`src/rtl/uart_tx_ctrl.sv`:
```
// UART transmit frame controller: sequences start, serializer data, optional parity and stop bits.
// The serializer supplies the data bits; this block owns framing, parity and timing-fault detection.
module uart_tx_ctrl #(
  parameter int unsigned DATA_W = 8
) (
  input  logic              CLK,
  input  logic              RST,
  input  logic [DATA_W-1:0] P_DATA,
  input  logic              DATA_VALID,
  input  logic              PAR_EN,
  input  logic              PAR_TYP,
  input  logic              ser_data,
  input  logic              ser_done,
  output logic              ser_en,
  output logic [DATA_W-1:0] ser_p_data,
  output logic              TX_OUT,
  output logic              Busy,
  output logic              ser_err
);

  localparam int unsigned CNT_W = $clog2(DATA_W + 1);

  typedef enum logic [2:0] {
    IDLE   = 3'd0,
    START  = 3'd1,
    DATA   = 3'd2,
    PARITY = 3'd3,
    STOP   = 3'd4
  } state_t;

  state_t           state;
  state_t           state_nxt;
  logic [CNT_W-1:0] data_cnt;
  logic             par_en_q;
  logic             par_typ_q;
  logic             par_bit_q;

  logic accept_c;
  logic last_c;
  logic data_exit_c;
  logic fault_c;

  assign accept_c    = DATA_VALID && ((state == IDLE) || (state == STOP));
  assign last_c      = (data_cnt == CNT_W'(DATA_W));
  assign data_exit_c = (state == DATA) && (ser_done || last_c);
  // ser_done must coincide with the last data cycle; early or missing is a fault
  assign fault_c     = (state == DATA) && (ser_done != last_c);

  always_ff @(posedge CLK or negedge RST) begin
    if (!RST) begin
      state <= IDLE;
    end else begin
      state <= state_nxt;
    end
  end

  always_comb begin
    state_nxt = state;
    case (state)
      IDLE:    if (accept_c) state_nxt = START;
      START:   state_nxt = DATA;
      DATA:    if (data_exit_c) state_nxt = par_en_q ? PARITY : STOP;
      PARITY:  state_nxt = STOP;
      STOP:    state_nxt = accept_c ? START : IDLE;
      default: state_nxt = IDLE;
    endcase
  end

  always_comb begin
    TX_OUT = 1'b1;
    ser_en = 1'b0;
    Busy   = 1'b0;
    case (state)
      START: begin
        TX_OUT = 1'b0;
        ser_en = 1'b1;
        Busy   = 1'b1;
      end
      DATA: begin
        TX_OUT = ser_data;
        ser_en = 1'b1;
        Busy   = 1'b1;
      end
      PARITY: begin
        TX_OUT = par_bit_q;
        Busy   = 1'b1;
      end
      STOP: begin
        Busy   = 1'b1;
      end
      default: begin
        TX_OUT = 1'b1;
        ser_en = 1'b0;
        Busy   = 1'b0;
      end
    endcase
  end

  // Request latching, parity computed from the latched byte during START
  always_ff @(posedge CLK or negedge RST) begin
    if (!RST) begin
      ser_p_data <= '0;
      par_en_q   <= 1'b0;
      par_typ_q  <= 1'b0;
      par_bit_q  <= 1'b0;
    end else begin
      if (accept_c) begin
        ser_p_data <= P_DATA;
        par_en_q   <= PAR_EN;
        par_typ_q  <= PAR_TYP;
      end
      if (state == START) begin
        par_bit_q <= (^ser_p_data) ^ par_typ_q;
      end
    end
  end

  always_ff @(posedge CLK or negedge RST) begin
    if (!RST) begin
      data_cnt <= '0;
      ser_err  <= 1'b0;
    end else begin
      ser_err <= fault_c;
      if (state == START) begin
        data_cnt <= CNT_W'(1);
      end else if ((state == DATA) && !data_exit_c) begin
        data_cnt <= data_cnt + CNT_W'(1);
      end else begin
        data_cnt <= '0;
      end
    end
  end

endmodule
```
`config.mk`:
```
export PLATFORM = sky130hd
export DESIGN_NAME = uart_tx_ctrl
export DESIGN_NICKNAME = d
export VERILOG_FILES = /design/src/rtl/uart_tx_ctrl.sv
export SDC_FILE = /design/constraint.sdc
export NUM_CORES = 1
export LEC_CHECK = 0
export ABC_AREA = 0
export CORE_ASPECT_RATIO = 1.4
export CORE_UTILIZATION = 25
export DETAILED_ROUTE_END_ITERATION = 8
export PLACE_DENSITY = 0.52
export SLEW_MARGIN = 40
export SYNTH_ARGS = -nofsm -noshare
export SYNTH_HDL_FRONTEND = slang
export SYNTH_SLANG_ARGS = --single-unit
```
`constraint.sdc`:
```
create_clock -name CLK -period 3.6 [get_ports CLK]
set_input_delay 0.72 -clock CLK [delete_from_list [all_inputs] [get_ports CLK]]
set_output_delay 0.72 -clock CLK [all_outputs]
set_load 0.01 [all_outputs]
```
congestion.png
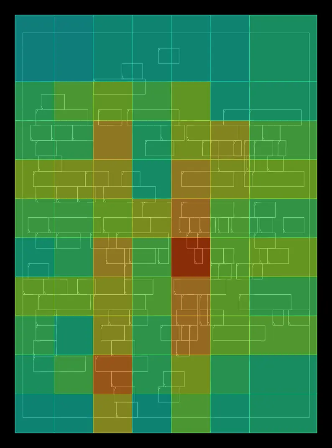
post-route core utilization: 0.365
global-route met1 utilization: 0.121
routed wirelength normalized by instance count: 12.3 um

cell_density.png
Scale: 4 px per um. 5 x 7 tiles, from dark blue (low) to red (high), 0 to 100% covered.
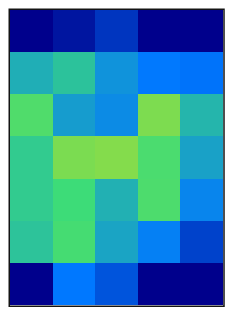
The fullest tile reaches 59%. The mean over all tiles is 31%. The emptiest ninth of the die: bottom right. 17% of the tiles are nearly empty.

clk_routes.png
Scale: 4 px per um.
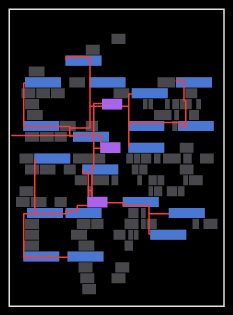
Purple is clock drivers, count 3. Red is clock wires, length 262 um. Blue is flip-flops, count 19.
There are 4 routed clock nets.

io_fan.png
Scale: 4 px per um.
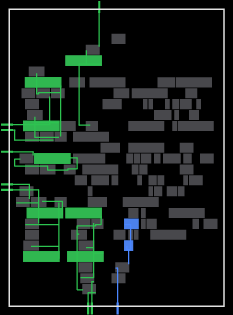
Green is ser_p_data, bits 8, direction output, end cells 8, buffers 8, wire 261 um. Blue is DATA_VALID, bits 1, direction input, end cells 2, buffers 1, wire 22.5 um.

==> impl_metrics.env <==
# yosys + openroad results
export IMPL_status="complete, no violations"
export IMPL_crit_chain="clkdlybuf4s50_1, o21ai_0, nand2b_1, clkdlybuf4s50_1"
export IMPL_ys_types=21
export IMPL_post_synth_cell_area_avg_um2=12.0
export IMPL_layout_filler_cells=358
export IMPL_aoi_share=0.0461
export IMPL_setup_tns_final_ps=0
export IMPL_worstPathMaxFanout=1
export IMPL_clock_fmax_ghz=0.388
export IMPL_critPathRequiredTime_ps=2880
export IMPL_floorplanUtilization=0.268
export IMPL_layout_area_comb_um2=417
export IMPL_crit_path_max_incr_delay_ps=520
export IMPL_comb_multi_input_count=52
export IMPL_synth_flops=19
export IMPL_dieHeight_um=73.9
export IMPL_place_area_mm2=0.00121
export IMPL_cts_hold_fix_buffers=0
export IMPL_avgViaCountPerCell=4.43
export IMPL_power_density_mw_per_mm2=886
export IMPL_drive_above_1_share=0.143
export IMPL_starting_drc_count_in_detailed_routing=14
export IMPL_arrival_ps=1860
export IMPL_worst_path_buf_inv=2
export IMPL_finalClockSkew_ps=4.24
export IMPL_cell_class_contributing_the_biggest_share_of_worst_path_delay="buffers and inverters"
export IMPL_insertedDiodeCount=0
export IMPL_synth_xor_xnor_area_share=0.110
export IMPL_mappedNetlistNets=95
export IMPL_worst_skew_pair_late_latency_ps=250
export IMPL_critPathLaunchType="input pin"
export IMPL_finish_instance_area_mm2=0.00126
export IMPL_buf_share=0.203
export IMPL_setup_violations_final=0
export IMPL_drtPass1Iterations=2
export IMPL_netlist_area_um2=922
export IMPL_dieArea_mm2=0.00394
export IMPL_hold_path_class="in -> async"
export IMPL_power_combinational_fraction=0.518
export IMPL_final_period_utilization=0.715
export IMPL_layout_cells_most_common_list="sky130_fd_sc_hd__clkdlybuf4s50_1, sky130_fd_sc_hd__dfrtp_1, sky130_fd_sc_hd__mux2_2"
export IMPL_power_ir_vdd_worst_uv=471
export IMPL_cts_resized=0
export IMPL_n_all_inverters=4
export IMPL_combAreaFraction=0.331
export IMPL_seq_cell_count=19
export IMPL_clock_share_of_power=0.133
export IMPL_synthesis_yosys_warnings=0
export IMPL_worst_setup_path_end_kind="output pin"
## cells in the mapped netlist, drive strengths merged
master  instances  area, um2
mux2           10        113
nand2b          3       18.8
xnor2           6       52.6
o31ai           1       12.5
and2            1       6.26
inv             4       15.0
mux2i           1       10.0
nand2           2       7.51
ha              3       37.5
nand3b          2       15.0
xnor3           1       22.5
nand3           2       10.0
xor2            3       26.3
nor3b           3       22.5
clkbuf          1       3.75
dfrtp          19        475
o21ai           3       15.0
buf             1       11.3
a21oi           3       15.0
nor2b           1       6.26
nor2            7       26.3
## path summary, 6_finish.rpt
path	start	end	slack (ps)	cells past startpoint
setup / recovery	ser_data	TX_OUT	1020	4
hold / removal	RST	data_cnt[3]$_DFF_PN0_	400	1
setup reg to reg	state[1]$_DFFE_PN0P_	ser_p_data[2]$_DFFE_PN0P_	2030	3
hold reg to reg	par_bit_q$_DFFE_PN0N_	par_bit_q$_DFFE_PN0N_	540	2
max in group asynchronous	RST	par_bit_q$_DFFE_PN0N_	2880	1
min in group CLK	par_bit_q$_DFFE_PN0N_	par_bit_q$_DFFE_PN0N_	540	2
## sequential cells by signal, summed over array words and instances, names as in the netlist
name / cells
ser_p_data: 8
data_cnt: 4
state: 3
par_bit_q: 1
par_en_q: 1
par_typ_q: 1
ser_err: 1
## layer usage
| layer | vias to the layer above | GRT usage |
|---|---|---|
| li1 | 314 | - |
| met1 | 309 | 0.121 |
| met2 | 19 | 0.194 |
| met3 | 0 | 0.0290 |
| met4 | 0 | 0.0439 |
| met5 | - | 0 |
## cells by family (layout without fill, tap and decap cells)
group | count (synthesis) | count (layout)
and+or+nand+nor | 21 | 21
DFF | 19 | 19
xor gates and xnor gates | 10 | 10
muxes | 11 | 11
AOI/OAI and AO/OA | 7 | 7
adders and majority gates | 3 | 3
buffers and inverters | 6 | 34
